$ cat config.mk
export PLATFORM = sky130hd
export DESIGN_NAME = mmio_uart_tx_flat
export DESIGN_NICKNAME = d
export VERILOG_FILES = /design/src/rtl/mmio_uart_tx_if.sv /design/src/rtl/mmio_uart_tx.sv /design/src/flat_wrapper.sv
export SDC_FILE = /design/constraint.sdc
export NUM_CORES = 1
export LEC_CHECK = 0
export ABC_CLOCK_PERIOD_IN_PS = 9400
export CAP_MARGIN = 40
export CORE_UTILIZATION = 55
export CTS_CLUSTER_DIAMETER = 30
export CTS_CLUSTER_SIZE = 24
export DETAILED_ROUTE_END_ITERATION = 12
export PLACE_DENSITY_LB_ADDON = 0.3
export SYNTH_ARGS = -nofsm -noshare
export SYNTH_HDL_FRONTEND = slang
export SYNTH_SLANG_ARGS = --single-unit
$ cat constraint.sdc
create_clock -name clk -period 9.4 [get_ports clk]
set_input_delay 2.35 -clock clk [delete_from_list [all_inputs] [get_ports clk]]
set_output_delay 2.35 -clock clk [all_outputs]
set_load 0.03 [all_outputs]
$ cat src/rtl/mmio_uart_tx_if.sv
// Data-memory port bundle between the core's memory
// controller and the memory-mapped UART transmitter.
interface mmio_uart_tx_if;
  logic        ram_r;
  logic [3:0]  ram_w;
  logic [31:0] ram_addr;
  logic [31:0] ram_out;
  logic [31:0] rd_data;
  logic        sel;

  modport master (
    output ram_r,
    output ram_w,
    output ram_addr,
    output ram_out,
    input  rd_data,
    input  sel
  );

  modport slave (
    input  ram_r,
    input  ram_w,
    input  ram_addr,
    input  ram_out,
    output rd_data,
    output sel
  );
endinterface

$ cat src/rtl/mmio_uart_tx.sv
// Memory-mapped 8N1 UART transmitter with a TX FIFO,
// sticky overflow flag, enable and flush controls.
module mmio_uart_tx #(
  parameter logic [31:0] BASE_ADDR  = 32'hFFFF_0000,
  parameter int          CLK_DIV    = 434,
  parameter int          FIFO_DEPTH = 8
) (
  input  logic           clk,
  input  logic           rst_n,
  mmio_uart_tx_if.slave  bus,
  output logic           tx
);

  localparam int AW = $clog2(FIFO_DEPTH);
  localparam int PW = AW + 1;
  localparam logic [15:0] DIV_M1 = 16'(CLK_DIV - 1);
  localparam logic [PW-1:0] FULL_CNT = PW'(FIFO_DEPTH);

  typedef enum logic [1:0] {
    IDLE,
    START,
    DATA,
    STOP
  } state_e;

  state_e        state_q;
  logic [15:0]   baud_q;
  logic [2:0]    bit_q;
  logic [7:0]    shift_q;
  logic          tx_q;

  logic [PW-1:0] wptr_q, wptr_d;
  logic [PW-1:0] rptr_q, rptr_d;
  logic          ovf_q, ovf_d;
  logic          en_q, en_d;
  logic [7:0]    mem_q [FIFO_DEPTH];

  logic          hit;
  logic [1:0]    idx;
  logic          wr;
  logic          wr_tx, wr_st, wr_ct;
  logic          flush;
  logic          push, pop;
  logic [PW-1:0] cnt;
  logic          full, empty;
  logic          busy;
  logic          bit_end;
  logic [31:0]   reg_val;
  logic          unused_ok;

  assign hit   = bus.ram_addr[31:4] == BASE_ADDR[31:4];
  assign idx   = bus.ram_addr[3:2];
  assign wr    = hit & bus.ram_w[0];
  assign wr_tx = wr & (idx == 2'd0);
  assign wr_st = wr & (idx == 2'd1);
  assign wr_ct = wr & (idx == 2'd2);
  assign flush = wr_ct & bus.ram_out[1];

  assign cnt   = wptr_q - rptr_q;
  assign full  = cnt == FULL_CNT;
  assign empty = cnt == '0;
  assign busy  = state_q != IDLE;

  // Fullness is judged before the edge, so a same-edge pop
  // never rescues a write to a full FIFO.
  assign push  = wr_tx & ~full & ~flush;
  assign pop   = (state_q == IDLE) & en_q & ~empty;

  assign bit_end = baud_q == DIV_M1;

  always_comb begin
    wptr_d = wptr_q;
    rptr_d = rptr_q;
    ovf_d  = ovf_q;
    en_d   = en_q;
    if (push)
      wptr_d = wptr_q + PW'(1);
    if (flush)
      rptr_d = wptr_q;
    else if (pop)
      rptr_d = rptr_q + PW'(1);
    if (wr_tx & full)
      ovf_d = 1'b1;
    else if (wr_st & bus.ram_out[3])
      ovf_d = 1'b0;
    if (wr_ct)
      en_d = bus.ram_out[0];
  end

  always_ff @(posedge clk or negedge rst_n) begin
    if (!rst_n) begin
      wptr_q <= '0;
      rptr_q <= '0;
      ovf_q  <= 1'b0;
      en_q   <= 1'b1;
    end else begin
      wptr_q <= wptr_d;
      rptr_q <= rptr_d;
      ovf_q  <= ovf_d;
      en_q   <= en_d;
    end
  end

  always_ff @(posedge clk) begin
    if (push)
      mem_q[wptr_q[AW-1:0]] <= bus.ram_out[7:0];
  end

  always_ff @(posedge clk or negedge rst_n) begin
    if (!rst_n) begin
      state_q <= IDLE;
      baud_q  <= '0;
      bit_q   <= '0;
      shift_q <= '0;
      tx_q    <= 1'b1;
    end else begin
      unique case (state_q)
        IDLE: begin
          if (pop) begin
            shift_q <= mem_q[rptr_q[AW-1:0]];
            baud_q  <= '0;
            tx_q    <= 1'b0;
            state_q <= START;
          end
        end
        START: begin
          if (bit_end) begin
            baud_q  <= '0;
            bit_q   <= '0;
            tx_q    <= shift_q[0];
            state_q <= DATA;
          end else begin
            baud_q  <= baud_q + 16'd1;
          end
        end
        DATA: begin
          if (bit_end) begin
            baud_q <= '0;
            if (bit_q == 3'd7) begin
              tx_q    <= 1'b1;
              state_q <= STOP;
            end else begin
              shift_q <= shift_q >> 1;
              bit_q   <= bit_q + 3'd1;
              tx_q    <= shift_q[1];
            end
          end else begin
            baud_q <= baud_q + 16'd1;
          end
        end
        STOP: begin
          if (bit_end) begin
            baud_q  <= '0;
            tx_q    <= 1'b1;
            state_q <= IDLE;
          end else begin
            baud_q  <= baud_q + 16'd1;
          end
        end
        default: begin
          tx_q    <= 1'b1;
          state_q <= IDLE;
        end
      endcase
    end
  end

  always_comb begin
    reg_val = '0;
    unique case (1'b1)
      idx == 2'd1: begin
        reg_val[15:8] = 8'(cnt);
        reg_val[3]    = ovf_q;
        reg_val[2]    = busy;
        reg_val[1]    = empty;
        reg_val[0]    = full;
      end
      idx == 2'd2: reg_val[0] = en_q;
      idx == 2'd0: reg_val = '0;
      idx == 2'd3: reg_val = '0;
      default:     reg_val = '0;
    endcase
  end

  assign bus.sel     = hit;
  assign bus.rd_data = (hit & bus.ram_r) ? reg_val : 32'h0;
  assign tx          = tx_q;

  assign unused_ok = ^{bus.ram_w[3:1], bus.ram_out[31:8],
                       bus.ram_addr[1:0]};

endmodule

$ cat src/flat_wrapper.sv
// flat-port wrapper written by rule: the top's interface ports become plain ports
module mmio_uart_tx_flat 
#(
  parameter logic [31:0] BASE_ADDR  = 32'hFFFF_0000,
  parameter int          CLK_DIV    = 434,
  parameter int          FIFO_DEPTH = 8
)
  (clk, rst_n, tx, bus_ram_r, bus_ram_w, bus_ram_addr, bus_ram_out, bus_rd_data, bus_sel);
  mmio_uart_tx_if bus_i ();
  input  logic clk;
  input  logic rst_n;
  output logic tx;
  input wire logic [$bits(bus_i.ram_r)-1:0] bus_ram_r;
  input wire logic [$bits(bus_i.ram_w)-1:0] bus_ram_w;
  input wire logic [$bits(bus_i.ram_addr)-1:0] bus_ram_addr;
  input wire logic [$bits(bus_i.ram_out)-1:0] bus_ram_out;
  output wire logic [$bits(bus_i.rd_data)-1:0] bus_rd_data;
  output wire logic [$bits(bus_i.sel)-1:0] bus_sel;
  assign bus_i.ram_r = bus_ram_r;
  assign bus_i.ram_w = bus_ram_w;
  assign bus_i.ram_addr = bus_ram_addr;
  assign bus_i.ram_out = bus_ram_out;
  assign bus_rd_data = bus_i.rd_data;
  assign bus_sel = bus_i.sel;
  mmio_uart_tx #(.BASE_ADDR(BASE_ADDR), .CLK_DIV(CLK_DIV), .FIFO_DEPTH(FIFO_DEPTH)) u_core (.clk(clk), .rst_n(rst_n), .bus(bus_i), .tx(tx));
endmodule
**Supply network**

Pins as bars on the die edge.
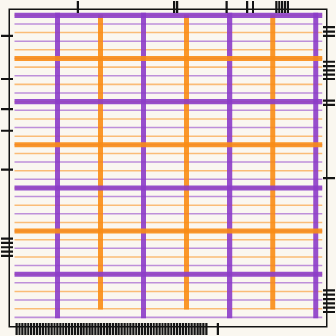
| color | net |
|---|---|
| purple | VSS |
| orange | VDD |
met4 straps: 7
rows: 35
met1 rails: 36
Placeable Area: 9240 um^2
chip height: 99.6 um
floorplan die width: 99.6 um
worst vdd ir: 0.0978 mV

**Placed cells, one color a class**

The bar under the picture is 20 um long.
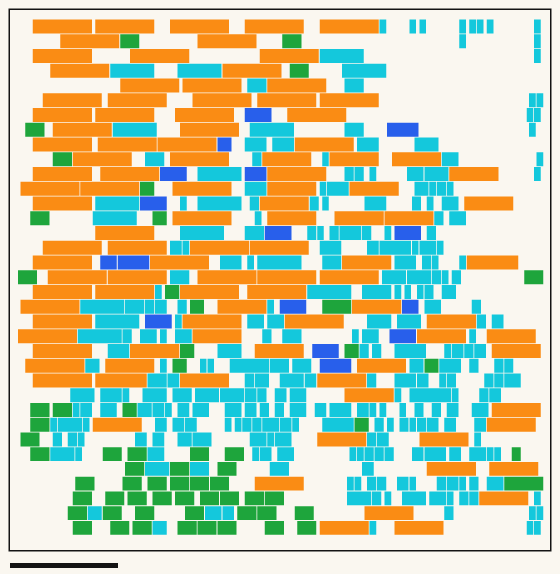
| color | class | cells |
|---|---|---|
| orange | sequential cells | 104 |
| blue | clock drivers and dummy loads | 16 |
| cyan | remaining logic cells | 287 |
| green | remaining buffers and delay cells | 63 |
sequential cell area share: 48.2%
Layout Utilization: 65.7%
count of standard-cell rows: 35
Final Instance Area: 6070 um^2

**Routed clock nets over the placement**

The bar under the picture is 20 um long.
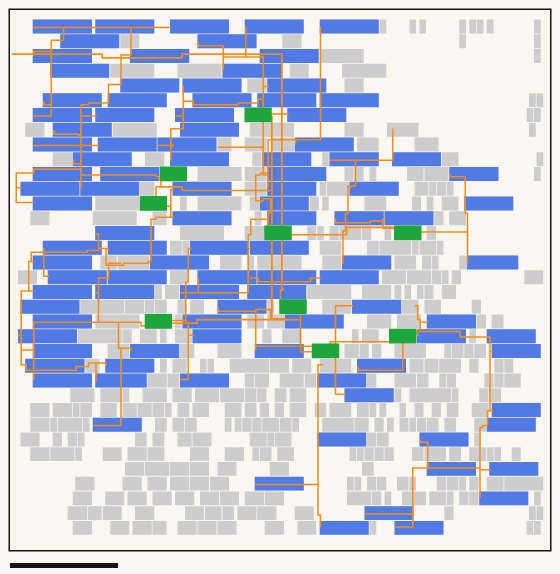
[green] clock-net drivers | count: 9
[blue] flip-flops | count: 104
[orange] clock wires | length: 1140 um
routed clock nets: 10
flops lie: spread over the die
Worst-Skew Late Latency: 370 ps
Clock group: 278 uW
power share of the clock group: 33.0%
skew final: 13.5 ps

**Wiring by layer**

Two of the layers only.
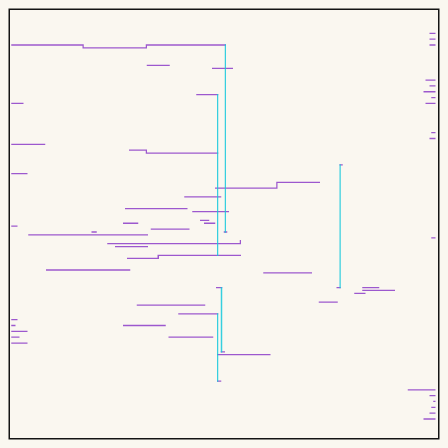
| color | layer | wire length |
|---|---|---|
| purple | M3 | 413 um |
| cyan | M4 | 140 um |
total vias in the final route: 3431
total routing usage reported by global routing: 22.7%
WL per Instance: 17.5 um
total wire length: 10.5 mm

==> reports/metrics.json <==
{
  "status": "finished, final reports clean",
  "synth.cells.most_frequent": "edfxtp_1 (64), dfrtp_1 (38), o21ai_0 (29), nand2_1 (26), nor2_1 (25)",
  "fin_crit_ps": 7670,
  "timing.fmax_mhz": 130,
  "setup.reg_to_reg.worst_slack_ps": 6140,
  "count_of_antenna_violating_nets_left_after_detailed_routing": 0,
  "wl_met2_mm": 5.38,
  "post-route-worst-setup-slack_ps": 1730,
  "synth_flops": 104,
  "report.power.total_uw": 844,
  "cts_repair_resize_count": 0,
  "wl_met1_mm": 4.56,
  "yosysUniqueCellTypes": 62,
  "detail_route.first_pass.iterations": 5,
  "placedInstanceArea_um2": 5860,
  "cap_viol_max_count": 0,
  "tritoncts_buffers": 9,
  "critical_path.max_fanout": 7,
  "grt_remaining_overflow": 0,
  "launching_point_of_the_worst_reg2reg_path": "u_core.wptr_q[0]",
  "yosys.stat.seqShare_pct": 55.8,
  "post-synth-top-area-fraction_pct": 36.7,
  "worst_ep_required_time_ps": 7050,
  "design.die.area_um2": 9920,
  "place.detailed.hpwl_mm": 7.58,
  "timing.hold.worst_endpoint": "u_core.tx",
  "cts_buffer_depth": 2,
  "setup_repair_after_global_routing_missed_its_margin": "false",
  "flip_flop_count_of_the_largest_register_all_copies_and_words_added": 64,
  "finalHoldViolations": 0,
  "drcViolationCount": 0,
  "slew_headroom_pct": 44.5,
  "timing.hold.worst.class": "reg2reg",
  "worstHoldPathCells": 2,
  "grt_pass1_wl_mm": 17.1,
  "setup_violations": 0,
  "global_route.peak_usage_layer": "met2",
  "worst_setup_path_end_kind": "output port"
}
-- area by class of cell --
class                      instances  area (um^2)
multi-input combinational        276         2120
clock inverter                     7         85.1
clock buffer                       9          124
sequential                       104         2930
fill                             666         3170
inverter                          11         41.3
tap                              129          161
timing repair buffer              63          616
-- logic make-up (layout without fill, tap and decap cells) --
logic type / Yosys count / count (layout) / share of synthesized area (%)
fa+ha+maj: 17 / 17 / 4.20
buf+inv: 49 / 90 / 5.47
xor+xnor: 8 / 8 / 1.34
compound gates: 73 / 73 / 9.36
mux: 38 / 38 / 11.4
simple gates: 116 / 116 / 12.3
other cells: 1 / 24 / 0.0716
flops: 104 / 104 / 55.8
-- placed cells by master (no fill, tap or decap), types with 2 or more instances in the layout --
master,n
nor3_1,9
mux2i_1,10
o41a_1,2
a21oi_1,11
clkinv_8,3
nand4b_1,2
nor4_1,4
buf_4,10
a31o_2,2
a31oi_1,8
clkdlybuf4s50_1,50
nor2_1,25
conb_1,24
nand3_2,2
o41ai_2,2
ha_1,16
xor2_1,4
xnor2_1,4
mux2_1,3
a211o_1,2
or4_4,2
mux4_2,16
dfrtp_1,38
o21ai_0,29
dfstp_2,2
clkbuf_8,9
mux2_2,8
and2_1,3
nand3_1,9
nand2_1,26
and3_1,6
nor4bb_1,2
nand4_1,10
a22o_1,5
inv_1,10
or4_1,3
edfxtp_1,64
nand2b_1,3
-- worst max-delay path, stage by stage --
cell and delay (ps):
clkdlybuf4s50_1 390, or4_1 550, nor4_2 410, and2_1 250, nand3_1 240, nor4_1 390, clkdlybuf4s50_1 730
-- power breakdown --
part	internal (uW)	switching [uW]	leakage, uW	total, uW
sequential	499	8.32	0.00111	508
combinational	27.8	30.6	0.00112	58.5
clock	106	172	0.000100	278
total	633	211	0.00233	844
Power is estimated from default activity; no workload was simulated.
